[src/rtl/instr_fetch_pkg.sv]
// Shared encodings and defaults for the instruction fetch stage feeding simple_cpu.
package instr_fetch_pkg;
  localparam logic [1:0] S_IDLE  = 2'd0;
  localparam logic [1:0] S_FETCH = 2'd1;
  localparam logic [1:0] S_ISSUE = 2'd2;
  localparam logic [1:0] S_DONE  = 2'd3;

  localparam int OPC_W = 4;

  localparam logic [OPC_W-1:0] DEF_HALT_OPCODE = 4'hF;
  localparam logic [19:0]      DEF_NOP_INSTR   = 20'h00000;
endpackage

[src/rtl/instr_fetch_if.sv]
// Control, program-load and instruction-out bundle between the sequencer and the fetch stage.
interface instr_fetch_if #(
  parameter int INSTR_WIDTH = 20,
  parameter int ADDR_BITS   = 5
);
  logic                   start;
  logic                   stop;
  logic                   load_en;
  logic [ADDR_BITS-1:0]   load_addr;
  logic [INSTR_WIDTH-1:0] load_data;
  logic [INSTR_WIDTH-1:0] instruction;
  logic                   instr_valid;
  logic [ADDR_BITS-1:0]   pc;
  logic                   busy;
  logic                   done;

  modport master (
    output start, stop, load_en, load_addr, load_data,
    input  instruction, instr_valid, pc, busy, done
  );

  modport slave (
    input  start, stop, load_en, load_addr, load_data,
    output instruction, instr_valid, pc, busy, done
  );
endinterface

[src/rtl/instr_fetch_prog_mem.sv]
// Program store: one synchronous write port, one synchronous read port, array not reset.
module prog_mem #(
  parameter int INSTR_WIDTH = 20,
  parameter int ADDR_BITS   = 5
) (
  input  logic                   clk,
  input  logic                   we,
  input  logic [ADDR_BITS-1:0]   waddr,
  input  logic [INSTR_WIDTH-1:0] wdata,
  input  logic                   re,
  input  logic [ADDR_BITS-1:0]   raddr,
  output logic [INSTR_WIDTH-1:0] rdata
);
  logic [INSTR_WIDTH-1:0] mem [2**ADDR_BITS];

  always_ff @(posedge clk) begin
    if (we) mem[waddr] <= wdata;
    if (re) rdata <= mem[raddr];
  end
endmodule

[src/rtl/instr_fetch.sv]
// Walks the program store from address 0, holding each word for ISSUE_CYCLES clocks
// with a one-cycle NOP gap, until HALT, end of memory or stop.
module instr_fetch
  import instr_fetch_pkg::*;
#(
  parameter int                     INSTR_WIDTH  = 20,
  parameter int                     ADDR_BITS    = 5,
  parameter int                     ISSUE_CYCLES = 3,
  parameter logic [OPC_W-1:0]       HALT_OPCODE  = DEF_HALT_OPCODE,
  parameter logic [INSTR_WIDTH-1:0] NOP_INSTR    = INSTR_WIDTH'(DEF_NOP_INSTR)
) (
  input  logic          clk,
  input  logic          rst,
  instr_fetch_if.slave  bus
);
  localparam int                   CNT_W    = (ISSUE_CYCLES > 1) ? $clog2(ISSUE_CYCLES) : 1;
  localparam logic [CNT_W-1:0]     CNT_LAST = CNT_W'(ISSUE_CYCLES - 1);
  localparam logic [ADDR_BITS-1:0] PC_LAST  = '1;

  logic [1:0]             state_q, state_d;
  logic [ADDR_BITS-1:0]   pc_q;
  logic [CNT_W-1:0]       cnt_q;
  logic [INSTR_WIDTH-1:0] rdata;
  logic                   idle_like, go, mem_we, is_halt, last_beat;

  // Load takes priority over start when both arrive in IDLE/DONE.
  assign idle_like = (state_q == S_IDLE) || (state_q == S_DONE);
  assign go        = idle_like && bus.start && !bus.load_en;
  assign mem_we    = idle_like && bus.load_en;
  assign is_halt   = (rdata[INSTR_WIDTH-1 -: OPC_W] == HALT_OPCODE);
  assign last_beat = (cnt_q == CNT_LAST);

  prog_mem #(
    .INSTR_WIDTH (INSTR_WIDTH),
    .ADDR_BITS   (ADDR_BITS)
  ) u_mem (
    .clk   (clk),
    .we    (mem_we),
    .waddr (bus.load_addr),
    .wdata (bus.load_data),
    .re    (state_q == S_FETCH),
    .raddr (pc_q),
    .rdata (rdata)
  );

  always_ff @(posedge clk or negedge rst) begin
    if (!rst) state_q <= S_IDLE;
    else      state_q <= state_d;
  end

  always_comb begin
    state_d = state_q;
    case (state_q)
      S_IDLE, S_DONE: if (go) state_d = S_FETCH;
      S_FETCH:        state_d = bus.stop ? S_DONE : S_ISSUE;
      S_ISSUE: begin
        if (bus.stop || is_halt) state_d = S_DONE;
        else if (last_beat)      state_d = (pc_q == PC_LAST) ? S_DONE : S_FETCH;
      end
      default:        state_d = S_IDLE;
    endcase
  end

  always_comb begin
    bus.busy        = (state_q == S_FETCH) || (state_q == S_ISSUE);
    bus.done        = (state_q == S_DONE);
    bus.instr_valid = (state_q == S_ISSUE) && !is_halt;
    bus.instruction = bus.instr_valid ? rdata : NOP_INSTR;
    bus.pc          = pc_q;
  end

  // The counter wraps harmlessly on the exit beat; FETCH always re-zeroes it.
  always_ff @(posedge clk or negedge rst) begin
    if (!rst) begin
      pc_q  <= '0;
      cnt_q <= '0;
    end else begin
      if (go)                                            pc_q <= '0;
      else if (state_q == S_ISSUE && state_d == S_FETCH) pc_q <= pc_q + ADDR_BITS'(1);
      if (state_q == S_FETCH)      cnt_q <= '0;
      else if (state_q == S_ISSUE) cnt_q <= cnt_q + CNT_W'(1);
    end
  end
endmodule
[src/flat_wrapper.sv]
// flat-port wrapper written by rule: the top's interface ports become plain ports
module instr_fetch_flat import instr_fetch_pkg::*;
#(
  parameter int                     INSTR_WIDTH  = 20,
  parameter int                     ADDR_BITS    = 5,
  parameter int                     ISSUE_CYCLES = 3,
  parameter logic [OPC_W-1:0]       HALT_OPCODE  = DEF_HALT_OPCODE,
  parameter logic [INSTR_WIDTH-1:0] NOP_INSTR    = INSTR_WIDTH'(DEF_NOP_INSTR)
)
  (clk, rst, bus_start, bus_stop, bus_load_en, bus_load_addr, bus_load_data, bus_instruction, bus_instr_valid, bus_pc, bus_busy, bus_done);
  instr_fetch_if #(.INSTR_WIDTH(INSTR_WIDTH), .ADDR_BITS(ADDR_BITS)) bus_i ();
  input  logic clk;
  input  logic rst;
  input wire logic [$bits(bus_i.start)-1:0] bus_start;
  input wire logic [$bits(bus_i.stop)-1:0] bus_stop;
  input wire logic [$bits(bus_i.load_en)-1:0] bus_load_en;
  input wire logic [$bits(bus_i.load_addr)-1:0] bus_load_addr;
  input wire logic [$bits(bus_i.load_data)-1:0] bus_load_data;
  output wire logic [$bits(bus_i.instruction)-1:0] bus_instruction;
  output wire logic [$bits(bus_i.instr_valid)-1:0] bus_instr_valid;
  output wire logic [$bits(bus_i.pc)-1:0] bus_pc;
  output wire logic [$bits(bus_i.busy)-1:0] bus_busy;
  output wire logic [$bits(bus_i.done)-1:0] bus_done;
  assign bus_i.start = bus_start;
  assign bus_i.stop = bus_stop;
  assign bus_i.load_en = bus_load_en;
  assign bus_i.load_addr = bus_load_addr;
  assign bus_i.load_data = bus_load_data;
  assign bus_instruction = bus_i.instruction;
  assign bus_instr_valid = bus_i.instr_valid;
  assign bus_pc = bus_i.pc;
  assign bus_busy = bus_i.busy;
  assign bus_done = bus_i.done;
  instr_fetch #(.INSTR_WIDTH(INSTR_WIDTH), .ADDR_BITS(ADDR_BITS), .ISSUE_CYCLES(ISSUE_CYCLES), .HALT_OPCODE(HALT_OPCODE), .NOP_INSTR(NOP_INSTR)) u_core (.clk(clk), .rst(rst), .bus(bus_i));
endmodule
[config.mk]
export PLATFORM = sky130hd
export DESIGN_NAME = instr_fetch_flat
export DESIGN_NICKNAME = d
export VERILOG_FILES = /design/src/rtl/instr_fetch_pkg.sv /design/src/rtl/instr_fetch_if.sv /design/src/rtl/instr_fetch_prog_mem.sv /design/src/rtl/instr_fetch.sv /design/src/flat_wrapper.sv
export SDC_FILE = /design/constraint.sdc
export NUM_CORES = 1
export LEC_CHECK = 0
export ABC_AREA = 1
export CAP_MARGIN = 40
export CORE_MARGIN = 5
export CORE_UTILIZATION = 40
export CTS_CLUSTER_SIZE = 8
export DETAILED_ROUTE_END_ITERATION = 10
export GPL_TIMING_DRIVEN = 0
export PLACE_DENSITY = 0.54
export SLEW_MARGIN = 40
export SYNTH_ARGS = -nofsm -noshare
export SYNTH_HDL_FRONTEND = slang
export SYNTH_SLANG_ARGS = --single-unit
[constraint.sdc]
create_clock -name clk -period 3.1 [get_ports clk]
set_clock_uncertainty 0.15 [all_clocks]
set_input_delay 0.62 -clock clk [delete_from_list [all_inputs] [get_ports clk]]
set_output_delay 0.62 -clock clk [all_outputs]
set_load 0.01 [all_outputs]
==> job_summary.md <==
## Implementation flow summary

| Metric | Value |
|---|---|
| FMAX | `328 MHz` |
| Required @ worst endpoint | `3270 ps` |
| DRT antenna net count | `0` |
| H-tree depth | `3` |
| Total design power | `27.7 mW` |
| Sequential share of cell area | `0.621` |
| Worst slew pin tran | `854 ps` |
| Slew HR | `0.430` |
| WP data arrival | `3210 ps` |
| Non-clk bufs | `238` |
| Combinational share of cell area | `0.193` |
| Max Cap Viol | `0` |
| Outcome | `complete, no violations` |
| Period Utilization, post-route | `0.983` |
| Vias in the first global route | `17,319` |
| Root buf cell | `clkbuf_16` |
| Mapped Area | `0.0268 sq mm` |
| Critical Path End | `u_core.u_mem.mem[21][5]` |
| Register Area | `0.0200 sq mm` |
| Drt total wl | `85,400 um` |
| Most frequent logic cell in the layout | `edfxtp_1` |
| Reg-to-reg slack, setup | `50 ps` |
| Complex Gates by Area | `0.103` |
| Largest fanout on the critical path | `11` |
| Worst r2r src | `u_core.state_q[0]` |
| Synth Area in XOR/XNOR | `0` |
| Hold Crit Class | `in -> async` |
| Dominant comb cell | `simple AND/OR/NAND/NOR gates` |
| Gate Area | `0.00624 sq mm` |
| WL/cell | `26.4 um` |
| Top cell category | `registers` |
| CLK BUF | `105` |
| HPWL after DPL | `59,200 um` |
| Final Wtd Congestion | `0.949` |
| Vias | `17,716` |
| Simple-Gate Area Share | `0.117` |
| Final clock-cell share | `0.0754` |
| Seq_cells | `669` |
| Crit Path Category | `reg -> reg` |
| Remaining global-route overflow | `0` |
| TNS Setup | `0 ps` |
| Clock Sinks | `669` |
| Worst flop-to-flop path endpoint | `u_core.u_mem.mem[21][5]` |
| Post-route setup slack | `53.3 ps` |
| Seq cells post-synth | `669` |
| Global-route wire length before repair | `120,000 um` |
| Inverters | `43` |
| DRT iter0 DRCs | `1,613` |
| Worst-Skew Late Latency | `630 ps` |
| Fraction of layout cells with a size suffix above 1 | `0.118` |
| Worst setup path startpoint | `u_core.state_q[0]` |
| Layout Nets | `2,389` |
| Post-synth EDFFs | `660` |
| ANT cells | `1` |
| Final Non-Filler Cells | `3,238` |
| Leakage power | `11.4 nW` |
| Biggest area cells | `edfxtp_1 (74%), nand2_1 (6.3%), nor2_1 (4.2%), o21ai_0 (3.6%), o22ai_1 (1.9%)` |
| Die area | `0.0724 sq mm` |
| Multi-input comb cells | `1,308` |
| # IOs | `58` |
| CTS buffer count | `93` |
| Commonest flop | `edfxtp_1` |
| Final hold slack | `165 ps` |
| Cell variety after synth | `26` |
-- flip-flops by register name, indices dropped and copies added (netlist names) --
register	flops
u_core.u_mem.mem	640
u_core.u_mem.rdata	20
u_core.bus.pc	5
u_core.state_q	2
u_core.cnt_q	2
-- cells by family (layout without fill, tap and decap cells) --
logic type,count (synthesis),after routing
compound gates,488,488
fa+ha+maj,6,6
buf+inv,171,387
flops,669,669
other cells,0,1
simple gates,814,814
-- layer usage --
layer  vias up  track usage  wire length [um]
met4         0       0.0718              2810
met2       646        0.375             39800
li1       8053            -                 -
met3       136       0.0619              6660
met1      8881        0.316             36200
met5         -            0                 0
-- what timing repair did --
| item | 4_1_cts | 5_1_grt |
|---|---|---|
| resized | 7 | 23 |
| pin swaps | 0 | 6 |
| buffers inserted | 0 | 7 |
| setup endpoints to repair | 24 | 69 |
-- worst min-delay path by stage --
stage | start | endpoint | slack (ps) | cells after the start
finish | rst | u_core.bus.pc[3] | 160 | 1
global route | rst | u_core.bus.pc[1] | 180 | 1
CTS | rst | u_core.bus.pc[1] | 150 | 1
detailed placement | u_core.cnt_q[1] | u_core.cnt_q[1] | 370 | 2
global placement | u_core.cnt_q[1] | u_core.cnt_q[1] | 320 | 2
floorplan | rst | u_core.bus.pc[0] | 170 | 0
-- critical path, stage by stage (launching register included) --
cell and delay [ps]:
dfrtp_1 400, inv_1 70, ha_2 310, clkbuf_2 190, nand2_1 210, inv_1 240
nand3_2 450, nor2_4 490, buf_8 220
-- report_power, final --
| part | switching, mW | internal, mW |
|---|---|---|
| Clock | 3.48 | 5.38 |
| Sequential | 0.124 | 10.3 |
| Combinational | 6.14 | 2.21 |
| Total | 9.74 | 17.9 |
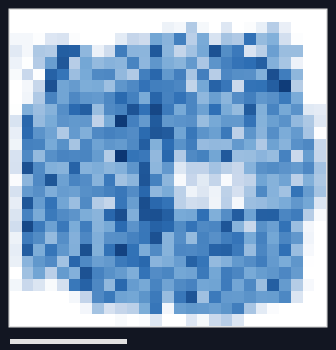
*Local utilization*
Bar = 100 um. 27 x 27 tiles, from white (low) to dark blue (high), 0 to 100% covered.
emptiest ninth of the die = north-west
tiles over 75% full = 9.3%
nearly empty tiles = 16%
core area: 0.0669 sq mm
final core utilization: 0.483
Pre-Place Util: 0.401

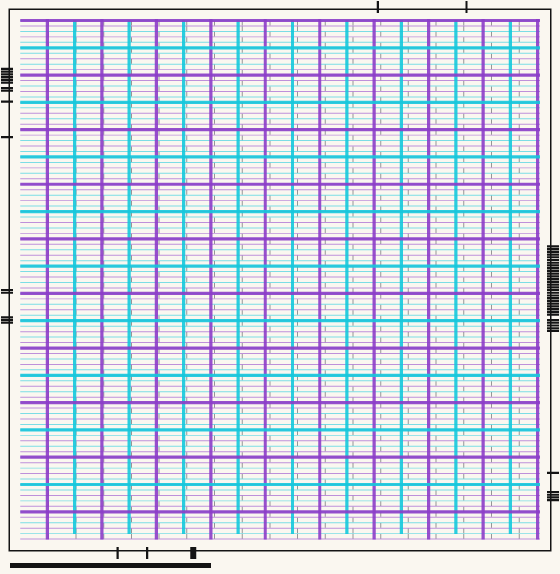
*Supply network*
Bar = 100 um. Pins as bars on the die edge. Tap cells in gray.
VSS -> purple
VDD -> cyan
met4 straps = 19
tap cells = 873
signal pins = 58
met1 rails = 96
met5 straps = 19
Peak VDD IR: 435 uV
die width: 269 um
Die Ht: 269 um

Power is estimated from default activity; no workload was simulated.
